### Cell sizes after repair, run 1

Scale bar: 20 um.
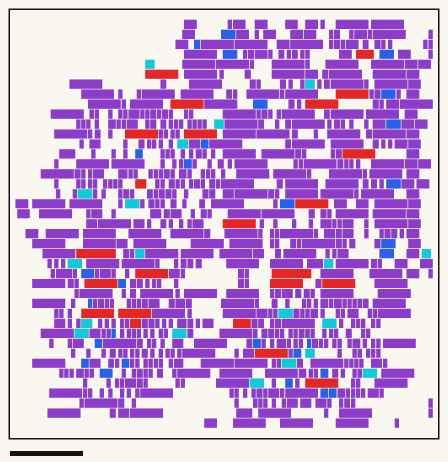
### Clock nets, run 1

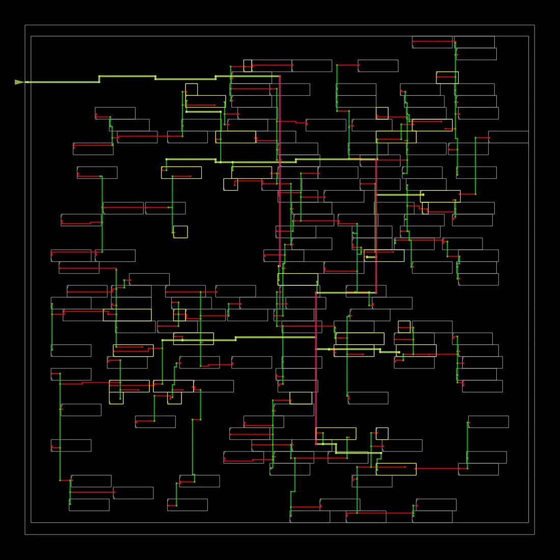
### A small window of the routed layout, run 1

Window x 73 to 103, y 14 to 44 um. Cells in gray, sequential cells in the stronger gray; small squares are vias.
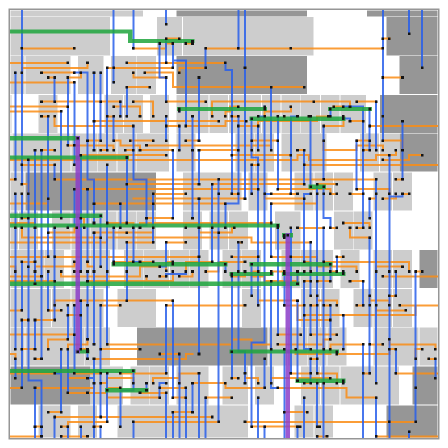
[src/rtl/packet_injector_pkg.sv]
// Shared definitions for the packet injector: packet field layout,
// FSM state encoding, debounce default and a packet assembly helper.
package packet_injector_pkg;

  localparam int unsigned DATA_LSB    = 0;
  localparam int unsigned DATA_W      = 16;
  localparam int unsigned DEST_LSB    = 16;
  localparam int unsigned DEST_W      = 5;
  localparam int unsigned SEQ_LSB     = 32;
  localparam int unsigned PKT_W       = 38;
  localparam int unsigned SEQ_FIELD_W = PKT_W - SEQ_LSB;

  localparam int unsigned DEBOUNCE_DEFAULT = 2500000;

  typedef enum logic {
    IDLE = 1'b0,
    SEND = 1'b1
  } state_t;

  // Assemble {seq, zero pad, dest, data}; unused bits are zero.
  function automatic logic [PKT_W-1:0] pack_packet(
    input logic [SEQ_FIELD_W-1:0] seq,
    input logic [DEST_W-1:0]      dest,
    input logic [DATA_W-1:0]      data
  );
    logic [PKT_W-1:0] p;
    p = '0;
    p[DATA_LSB +: DATA_W]      = data;
    p[DEST_LSB +: DEST_W]      = dest;
    p[SEQ_LSB +: SEQ_FIELD_W]  = seq;
    return p;
  endfunction

endpackage

[src/rtl/packet_injector_btn_debounce.sv]
// Push-button conditioner: 2-FF synchroniser, stable-level counter and a
// one-cycle pulse on each accepted release->press transition.
module btn_debounce #(
  parameter int unsigned DEBOUNCE_CYCLES = packet_injector_pkg::DEBOUNCE_DEFAULT
) (
  input  logic CLK,
  input  logic RST,
  input  logic BTN,
  output logic PRESS
);

  localparam int unsigned CNT_W = (DEBOUNCE_CYCLES > 1) ? $clog2(DEBOUNCE_CYCLES) : 1;
  localparam logic [CNT_W-1:0] CNT_MAX = CNT_W'(DEBOUNCE_CYCLES - 1);

  logic             sync1;
  logic             sync2;
  logic             level;
  logic [CNT_W-1:0] cnt;

  // Synchronise, count while the input disagrees with the accepted level,
  // flip the level once it has disagreed long enough.
  always_ff @(posedge CLK or posedge RST) begin
    if (RST) begin
      sync1 <= 1'b0;
      sync2 <= 1'b0;
      level <= 1'b0;
      cnt   <= '0;
      PRESS <= 1'b0;
    end else begin
      sync1 <= BTN;
      sync2 <= sync1;
      PRESS <= 1'b0;
      if (sync2 == level) begin
        cnt <= '0;
      end else if (cnt == CNT_MAX) begin
        level <= sync2;
        cnt   <= '0;
        PRESS <= sync2;
      end else begin
        cnt <= cnt + 1'b1;
      end
    end
  end

endmodule

[src/rtl/packet_injector.sv]
// Operator packet composer: builds a token packet from switches and
// debounced buttons, then offers it to the pipeline over REQ/ACK.
module packet_injector
  import packet_injector_pkg::*;
#(
  parameter int unsigned DEBOUNCE_CYCLES = DEBOUNCE_DEFAULT,
  parameter int unsigned SEQ_W           = 6
) (
  input  logic             CLK,
  input  logic             RST,
  input  logic [3:0]       SW,
  input  logic             BTN_NIB,
  input  logic             BTN_DEST,
  input  logic             BTN_SEND,
  input  logic             SEND_ACK,
  output logic             SEND_REQ,
  output logic [PKT_W-1:0] PACKET_OUT,
  output logic [DATA_W-1:0] DATA_VIEW,
  output logic             BUSY
);

  logic [3:0]        sw_s1;
  logic [3:0]        sw_s2;
  logic              nib_pulse;
  logic              dest_pulse;
  logic              send_pulse;
  logic [DEST_W-1:0] dest;
  logic [SEQ_W-1:0]  seq;
  state_t            state;

  btn_debounce #(.DEBOUNCE_CYCLES(DEBOUNCE_CYCLES)) u_db_nib (
    .CLK(CLK), .RST(RST), .BTN(BTN_NIB), .PRESS(nib_pulse)
  );

  btn_debounce #(.DEBOUNCE_CYCLES(DEBOUNCE_CYCLES)) u_db_dest (
    .CLK(CLK), .RST(RST), .BTN(BTN_DEST), .PRESS(dest_pulse)
  );

  btn_debounce #(.DEBOUNCE_CYCLES(DEBOUNCE_CYCLES)) u_db_send (
    .CLK(CLK), .RST(RST), .BTN(BTN_SEND), .PRESS(send_pulse)
  );

  // Bring the slide switches into the clock domain.
  always_ff @(posedge CLK or posedge RST) begin
    if (RST) begin
      sw_s1 <= '0;
      sw_s2 <= '0;
    end else begin
      sw_s1 <= SW;
      sw_s2 <= sw_s1;
    end
  end

  // Compose / send FSM; DATA_VIEW is the data register itself.
  // A send pulse takes priority and snapshots pre-update data/dest,
  // discarding any nib/dest pulse in the same cycle.
  always_ff @(posedge CLK or posedge RST) begin
    if (RST) begin
      state      <= IDLE;
      DATA_VIEW  <= '0;
      dest       <= '0;
      seq        <= '0;
      PACKET_OUT <= '0;
      SEND_REQ   <= 1'b0;
      BUSY       <= 1'b0;
    end else begin
      case (state)
        IDLE: begin
          if (send_pulse) begin
            PACKET_OUT <= pack_packet(SEQ_FIELD_W'(seq), dest, DATA_VIEW);
            SEND_REQ   <= 1'b1;
            BUSY       <= 1'b1;
            state      <= SEND;
          end else begin
            if (nib_pulse)  DATA_VIEW <= {DATA_VIEW[DATA_W-5:0], sw_s2};
            if (dest_pulse) dest      <= {1'b0, sw_s2};
          end
        end
        SEND: begin
          if (SEND_ACK && SEND_REQ) begin
            SEND_REQ <= 1'b0;
            BUSY     <= 1'b0;
            seq      <= seq + 1'b1;
            state    <= IDLE;
          end
        end
        default: state <= IDLE;
      endcase
    end
  end

endmodule
[config.mk]
export PLATFORM = sky130hd
export DESIGN_NAME = packet_injector
export DESIGN_NICKNAME = d
export VERILOG_FILES = /design/src/rtl/packet_injector_pkg.sv /design/src/rtl/packet_injector_btn_debounce.sv /design/src/rtl/packet_injector.sv
export SDC_FILE = /design/constraint.sdc
export NUM_CORES = 1
export LEC_CHECK = 0
export ABC_AREA = 1
export CORE_UTILIZATION = 50
export DETAILED_ROUTE_END_ITERATION = 10
export PLACE_DENSITY_LB_ADDON = 0.3
export RECOVER_POWER = 100
export SYNTH_ARGS = -nofsm -noshare
export SYNTH_HDL_FRONTEND = slang
export SYNTH_SLANG_ARGS = --single-unit
export TNS_END_PERCENT = 30
[constraint.sdc]
create_clock -name CLK -period 5.3 [get_ports CLK]
set_clock_uncertainty 0.05 [all_clocks]
set_input_delay 1.06 -clock CLK [delete_from_list [all_inputs] [get_ports CLK]]
set_output_delay 1.06 -clock CLK [all_outputs]
set_load 0.01 [all_outputs]
==> run notes, run 1 <==
run metrics: antenna cells 0, register-to-register setup slack 2910 ps, worst setup margin about 2200 ps, die height approximately 120 um, Post-CTS Resized 0, synth unique cells 29, Synth area leader dfrtp_1, FP Core Util 51.8%, main flop type dfrtp_1, clk slew on worst S/H paths 60 ps, Routed wire per std cell between 10 and 15 um, biggest area cells dfrtp_1 53%, nand2_1 8.4%, nor2_1 7.5%, power density over the cells 307 nW/um2, vias in the first global route 4815, DRC Markers 0, CTS max path bufs 2, CP startpoint kind primary input, Log Warnings 28, largest net degree at the start of global routing just over 100, Critical-path top delay cell clkinvlp_4, first-pass GRT wire length roughly 22 mm, critical path cell sequence dlygate4sd3_1, clkinvlp_4, buf_4, EDFF count, synth 0, Setup WS pre-CTS 2470 ps, nets 834, Final min period 3140 ps, Total Power 2.38 mW, Routed Antenna Nets 0, Worst Path Max Fanout 101, status complete, but fails checks, total of max-cap violations 2, Final Slew Violations 147, endpoint class of the critical path async pin, asr flop ratio synth 100%, min-delay worst type register to register, # port buffers 53, placement row count roughly 41, clock root buffer clkbuf_16, worst rel slew slack -37.1%, Setup Viol. Count Final 0, Cell Area, Synth 6590 um2, initial antenna violation count 0, failing checks max-capacitance violations, max-slew violations, Synth Seq Share around 53%, drt initial violations around 380, fin area 7750 um2, share of post-route cells with drive strength above 1 8.52%, synthesized instance count 755, Avg Inst Size Synth 8.73 um2, fillcell total 1111, total grt overflow 0, Leak 3.65 nW, final core utilization 60.9%, Yosys reg bits around 140, Vias 5031, Die X 117 um, WP data required roughly 5800 ps, post-route clock period utilization 59.2%, num ports between 60 and 70, Initial DRT Pass Iterations 5, Top cell area share 53.2%, placed instance area 7270 um2, Buf/Inv on CP 3, number of setup buffers added after CTS 0, Vias/cell 5.01, Final Hold Violation Tally 0, CTS tree done, H-tree levels 4, kind of cell adding the most delay to the critical path buffers and inverters
## Picture notes: 'Cell sizes after repair'
legend:
  x3 and x4:
    color: cyan
    cells: 19
    share: 2.3%
  x2:
    color: blue
    cells: 29
    share: 3.5%
  x6 and larger:
    color: red
    cells: 23
    share: 2.8%
  x1 and smaller:
    color: purple
    cells: 762
    share: 91%

## Picture notes: 'Clock nets'
clk pwr: 1.17 mW
CTS Buf Count: 17
Sink Count: 140
worst skew pair latency: 410 ps

## Picture notes: 'A small window of the routed layout'
legend:
  M2:
    color: blue
  M3:
    color: green
  M4:
    color: purple
  M1:
    color: orange
netlist names of flops here include: u_db_send.cnt (4)
sequential cells in the window: 4
most frequent: nor2_1 (29), nand2_1 (26), inv_1 (10)
cells with their middle in the window: 102

## run 1: worst reg2reg max path: stages, from the launching register on
cell      delay [ps]
dfrtp_1          400
inv_1             50
nand2_1           50
clkbuf_1        1260
mux2_2           460
## run 1: per-stage QoR
stage / hold WS, ps / std cells
detailed placement: 287 / 973
floorplan: 281 / 766
global placement: 285 / 973
CTS: 300 / 1005
finish: 297 / 1005
global route: 308 / 1005
## run 1: final cells by class
type | count | area, um2 | share of cell area (%)
well taps | 172 | 215 | 2.78
repair buffers | 55 | 542 | 6.99
clock inverters | 12 | 138 | 1.78
flip-flops and latches | 140 | 3500 | 45.2
clock buffers | 20 | 457 | 5.89
multi-input cells | 520 | 2570 | 33.2
inverters | 86 | 327 | 4.21
## run 1: placed cells by master (no fill, tap or decap), drive strengths merged
cell type / synthesis / routed
o21ai: 40 / 40
a21oi: 11 / 11
dfrtp: 140 / 140
and2: 1 / 1
nor3b: 1 / 1
o21bai: 2 / 2
a211oi: 2 / 2
bufinv: 0 / 2
mux2: 10 / 10
clkinv: 0 / 3
clkinvlp: 0 / 6
nor2: 157 / 157
nand2: 164 / 164
nor3: 12 / 12
xnor2: 18 / 18
inv: 86 / 87
nand3: 56 / 56
clkbuf: 6 / 21
nand4: 8 / 8
buf: 14 / 1
dlygate4sd3: 0 / 53
ha: 4 / 4
conb: 1 / 12
xor2: 22 / 22
## run 1: state kept, by name, indices dropped and copies added (netlist names), 4 cells and up
signal         flops
u_db_nib.cnt      22
DATA_VIEW         16
u_db_send.cnt     22
u_db_dest.cnt     22
sw_s1              4
sw_s2              4
seq                6
PACKET_OUT        26
dest               4
## run 1: layer usage
layer  up-vias  wire (um)  GRT usage [%]
met3        18        674           5.77
li1       2482          -              -
met1      2369       5830           27.3
met4         0        180           7.68
met2       162       6140           33.5
met5         -          0              0
## run 1: cell families after synthesis
logic type	after synthesis	synth area share (%)
and+or+nand+nor	399	27.6
DFF	140	53.2
buffers and inverters	106	6.80
AOI/OAI and AO/OA	55	4.33
xor gates and xnor gates	40	5.54
muxes	10	1.71
adders and majority gates	4	0.759
other	1	0.0569
## run 1: where the power goes
part           total (mW)  internal (mW)  switching [mW]
Sequential           1.12           1.10          0.0233
Combinational      0.0910         0.0287          0.0622
Clock                1.17          0.720           0.447
Total                2.38           1.85           0.533
## run 1: worst paths after layout
| path | from | end | depth (start not counted) |
|---|---|---|---|
| hold / removal | sw_s1[3] | sw_s2[3] | 0 |
| min in group asynchronous | RST | u_db_send.cnt[19] | 2 |
| hold reg to reg | sw_s1[3] | sw_s2[3] | 0 |
| max in group CLK | DATA_VIEW[7] | DATA_VIEW[7] | 1 |
| setup reg to reg | state | PACKET_OUT[16] | 4 |
| setup / recovery | RST | PACKET_OUT[6] | 3 |
==> run 2: changes to the inputs <==
Clock period 5.3 ns to 2.55 ns, I/O delays scaled along.
==> run notes, run 2 <==
run metrics: status finished, final reports clean, largest register by flop count PACKET_OUT, vias in the first global route 4711, Vias approximately 5.0k, CTS tree done, share of post-route cells with drive strength above 1 8.62%, placement row count 41, clock root buffer clkbuf_16, Clock power frac 48.9%, most frequent logic cell in the layout nand2_1, Leak 3.70 nW, critical path cell sequence dlygate4sd3_1, max reg flops 26, Switching Fraction around 22%, Top cell area share 53.2%, total of max-cap violations 0, drt initial violations approximately 300, asr flop ratio synth 100%, Routed wire per std cell 12.5 um, Seq pwr share 47.2%, antenna cells 0, Hold Slack ~300 ps, Routed Antenna Nets 0, Setup Viol. Count Final 0, synth unique cells 29, worst r2r path cells 4, Initial DRT Pass Iterations 5, main flop type dfrtp_1, register-to-register setup slack 810 ps, total grt overflow 0, Worst R2R Start state, min-delay worst type register to register, Hold EP sw_s2[3], power density over the cells 635 nW/um2, final core utilization 61.2%, CP startpoint kind register, Vias/cell a little under 5, Die X 117 um, largest net degree at the start of global routing 51, Avg Inst Size Synth between 8 and 9 um2, # port buffers 53, WP data required 1990 ps, CTS Buf Count 17, Final min period 2000 ps, EDFF count, synth 0, min-delay src sw_s1[3], Final Hold Violation Tally 0, num ports 66, post-route clock period utilization 78.5%, Buf/Inv on CP 1, worst rel slew slack a little over a third, worst skew pair latency 420 ps, die height 117 um, Log Warnings 26, synthesized instance count 755, first-pass GRT wire length 21.6 mm, number of setup buffers added after CTS 0, kind of cell adding the most delay to the critical path buffers and inverters, endpoint class of the critical path output port, clk slew on worst S/H paths 60 ps, Synth area leader dfrtp_1, Synth Seq Share a little over half, Sink Count 140, H-tree levels 4, Critical-path top delay cell dlygate4sd3_1, cell internal pwr ~3.9 mW, worst reg2reg path endpoint DATA_VIEW[5]
[run 2: cell counts after synthesis]
Identical to the previous run, type by type.
[run 2: layer usage]
| layer | vias up | wire, um | GRT usage [%] |
|---|---|---|---|
| met5 | - | 0 | 0 |
| met4 | 0 | 273 | 9.28 |
| met3 | 23 | 580 | 4.99 |
| met2 | 129 | 6000 | 32.8 |
| met1 | 2340 | 5710 | 26.9 |
| li1 | 2475 | - | - |
[run 2: how the worst max path moves through the flow]
| stage | startpoint | endpoint | slack [ps] | depth (start not counted) |
|---|---|---|---|---|
| after floorplan | RST | BUSY | 240 | 1 |
| after global placement | SEND_ACK | seq[5] | 660 | 5 |
| after detailed placement | SEND_ACK | seq[5] | 630 | 5 |
| after CTS | DATA_VIEW[6] | DATA_VIEW[6] | 590 | 1 |
| after global routing | RST | u_db_nib.cnt[13] | 320 | 3 |
| final | BUSY | BUSY | 550 | 1 |
[run 2: through the flow]
stage	total power [mW]	instance area [um2]	cells	worst slack, ps
after floorplan	2.51	6640	766	241
after global placement	2.57	7330	976	662
after detailed placement	2.59	7330	976	632
after CTS	5.02	7920	1007	593
after global routing	5.12	7790	1007	319
final	4.95	7790	1007	548
[run 2: cells by family after synthesis]
group | share of synthesized area, %
flip-flops | 53.2
AND-OR/OR-AND | 4.33
multiplexers | 1.71
buffers and inverters | 6.80
other | 0.0569
adder cells (fa/ha/maj) | 0.759
AND/OR/NAND/NOR | 27.6
XOR/XNOR | 5.54
[run 2: layout make-up]
cell class                      count  area (um2)
Clock buffer                       22         474
Clock inverter                      9         113
Fill cell                        1070        4940
Inverter                           86         324
Multi-Input combinational cell    520        2580
Sequential cell                   140        3500
Tap cell                          172         215
Timing Repair Buffer               58         574
[run 2: power groups by stage]
stage	Clock (mW)	Combinational [mW]	Sequential, mW
floorplan	0	0.153	2.36
global placement	0	0.203	2.37
detailed placement	0	0.214	2.37
CTS	2.48	0.216	2.33
global route	2.55	0.229	2.34
finish	2.42	0.196	2.33
[run 2: worst register-to-register path, cell delays in order, from the launching register on]
cell and delay, ps:
dfrtp_1 410, nor2_1 210, nand2_1 570, nand2_1 240
o21ai_0 110
### Cell sizes after repair, run 2

Scale bar: 20 um.
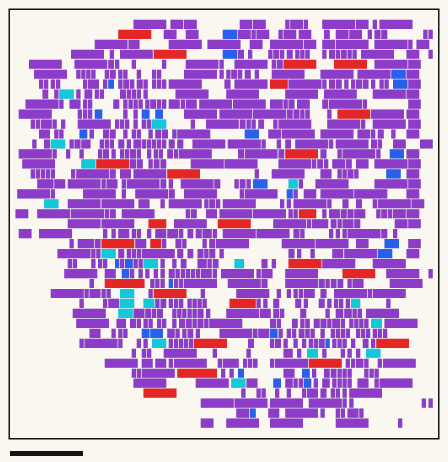
legend:
  x1 and smaller:
    color: purple
    cells: 763
    share: 91%
  x3 and x4:
    color: cyan
    cells: 19
    share: 2.3%
  x2:
    color: blue
    cells: 29
    share: 3.5%
  x6 and larger:
    color: red
    cells: 24
    share: 2.9%

### Register map, names as in the netlist, run 2

Scale bar: 20 um. Other sequential cells in the stronger gray, the rest of the logic in the fainter gray.
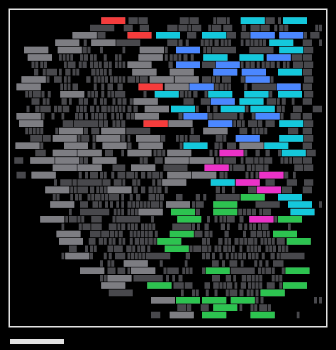
legend:
  sw_s1:
    color: red
    flops: 4
    where: top center
  u_db_send.cnt:
    color: green
    flops: 22
  seq:
    color: magenta
    flops: 6
    where: middle right
  DATA_VIEW:
    color: blue
    flops: 16
  PACKET_OUT:
    color: cyan
    flops: 26

==> run 3: changes to the inputs <==
Clock period 2.55 ns to 1.84 ns, I/O delays scaled along.
==> run notes, run 3 <==
run metrics: FF+latch area 3500 um2, Routed wire per std cell between 10 and 15 um, Final min period 1800 ps, Die X 117 um, Final Hold Violation Tally 0, largest register by flop count PACKET_OUT, Setup Viol. Count Final 0, critical path cell sequence dlygate4sd3_1, Log Warnings 27, antenna cells 0, CTS max path bufs 2, Cell Area, Synth 6590 um2, initial antenna violation count 0, endpoint class of the critical path output port, synth unique cells 29, first-pass GRT wire length 21.5 mm, num ports 66, CP startpoint kind register, status finished, final reports clean, Worst path depth 1, synthesized instance count 755, Vias/cell 4.92, main flop type dfrtp_1, worst skew pair latency 410 ps, Leak 3.56 nW, total of max-cap violations 0, DRC Markers 0, Worst Path Max Fanout 2, Avg Inst Size Synth 8.73 um2, number of setup buffers added after CTS 0, Final Slew Violations 0, FP Core Util 51.8%, Total Power 6.69 mW, die height 117 um, H-tree levels 4, Initial DRT Pass Iterations 5, placement row count a little over 40, clock root buffer clkbuf_16, post-route clock period utilization between 90% and 100%, Buf/Inv on CP 1, Critical-path top delay cell dlygate4sd3_1, Synth Seq Share a little over half, Complex Gates by Area 4.33%, power density over the cells 858 nW/um2, final std cells w/o fill around 1.0k, Comb area 2610 um2, worst rel slew slack roughly two fifths, xor+xnor area frac about 5.5%, MUX share of area between 1.5 and 2%, Synth area leader dfrtp_1, clk slew on worst S/H paths around 60 ps, most frequent logic cell in the layout nand2_1, drt initial violations 362, biggest area cells dfrtp_1 53%, nand2_1 8.4%, nor2_1 7.5%, Yosys reg bits approximately 140, CTS Buf Count 17, asr flop ratio synth 100%, Post-CTS Resized 0, EDFF count, synth 0, Routed Antenna Nets 0, vias in the first global route 4860, share of post-route cells with drive strength above 1 9.54%, Simple Share, Synth 27.6%, largest net degree at the start of global routing 53, # port buffers about 53, most instantiated logic cells after routing 153 x nand2_1, 140 x dfrtp_1, 139 x nor2_1, total grt overflow 0, Inst Count DP 979, kind of cell adding the most delay to the critical path buffers and inverters, WP data required 1420 ps, CTS tree done, Main logic family simple AND/OR/NAND/NOR gates, placed instance area 7350 um2
==> run 3: cell counts after synthesis <==
No cell type changed its count.
==> run 3: power breakdown <==
group	leakage [nW]	internal, mW	switching, mW
logic	1.40	0.0867	0.180
clock network	0.262	1.90	1.29
registers	1.90	3.17	0.0693
==> run 3: cell families (layout without fill, tap and decap cells) <==
group	after synthesis	after routing
xor gates and xnor gates	40	40
muxes	10	10
adders and majority gates	4	4
buffers and inverters	106	179
and+or+nand+nor	399	399
AOI/OAI and AO/OA	55	55
other	1	12
DFF	140	140
==> run 3: path summary, 6_finish.rpt <==
| path | from | end | slack, ps |
|---|---|---|---|
| worst max-delay path | PACKET_OUT[14] | PACKET_OUT[14] | 40 |
| worst min-delay path | RST | u_db_nib.cnt[9] | 270 |
| worst max register to register | u_db_nib.cnt[0] | u_db_nib.cnt[18] | 170 |
| worst min register to register | sw_s1[2] | sw_s2[2] | 300 |
| max in group asynchronous | RST | u_db_dest.cnt[2] | 350 |
| min in group CLK | sw_s1[2] | sw_s2[2] | 300 |
==> run 3: cell type report <==
class	instances	share of cell area, %
Inverter	86	4.16
Clock buffer	19	5.68
Clock inverter	13	1.51
Multi-Input combinational cell	520	33.4
Tap cell	172	2.76
Timing Repair Buffer	61	7.53
Sequential cell	140	44.9
==> run 3: stage by stage <==
stage	utilization [%]	hold slack (ps)	setup slack, ps
6_report	61.3	271	43.6
3_3_place_gp	57.8	284	182
2_1_floorplan	-	281	-327
3_5_place_dp	57.8	286	142
5_1_grt	61.3	289	5.84
4_1_cts	62.2	158	42.3
==> run 3: per-layer routing <==
layer / vias up / track usage (%) / part of all wire, % / wire length (um)
li1: 2487 / - / - / -
met2: 98 / 34.4 / 49 / 6260
met5: - / 0 / 0 / 0
met4: 0 / 8.52 / 1.4 / 182
met1: 2365 / 25.5 / 46 / 5860
met3: 20 / 5.10 / 3.7 / 477
### Register map, names as in the netlist, run 3

Scale bar: 20 um. Other sequential cells in the stronger gray, the rest of the logic in the fainter gray.
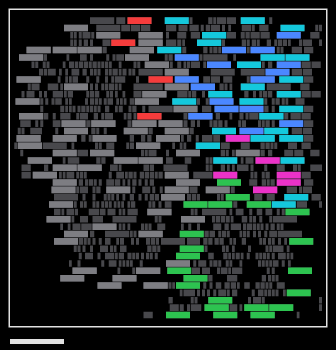
legend:
  seq:
    color: magenta
    flops: 6
    where: middle right
  sw_s1:
    color: red
    flops: 4
    where: top center
  u_db_send.cnt:
    color: green
    flops: 22
  DATA_VIEW:
    color: blue
    flops: 16
  PACKET_OUT:
    color: cyan
    flops: 26
not colored: 66

### Clock nets, run 3

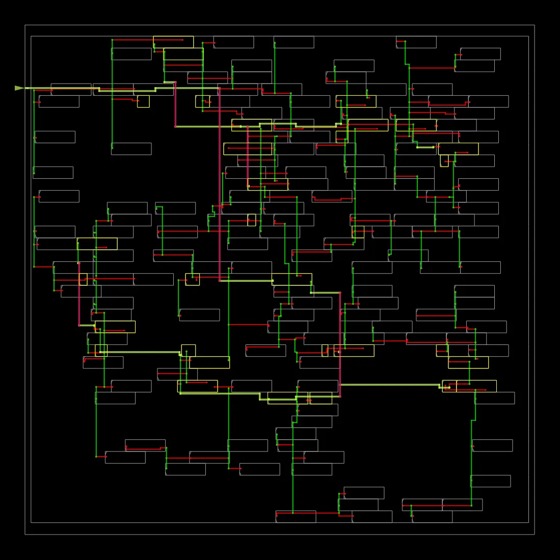
registers: 140
Clock Buffer Count: 19


## Gallery

Clock network drawn from the DEF.
Scale bar: 20 um.
(a)
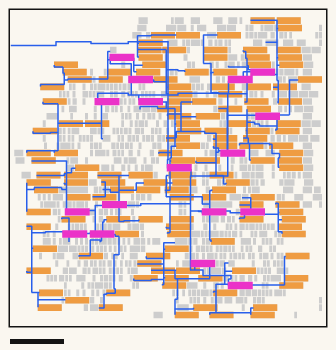
(b)
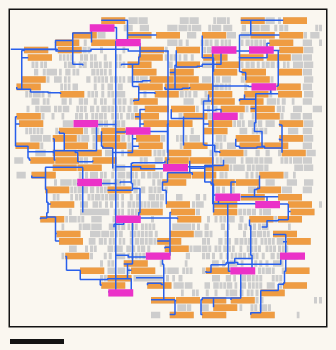
(a): run 1
(b): run 2

Key to (a):
legend:
  flip-flops:
    color: orange
    count: 140
  clock wires:
    color: blue
    length: 1600 um
  clock-net drivers:
    color: magenta
    count: 17
routed clock nets: 18
flops lie: spread over the die

Power is estimated from default activity; no workload was simulated.
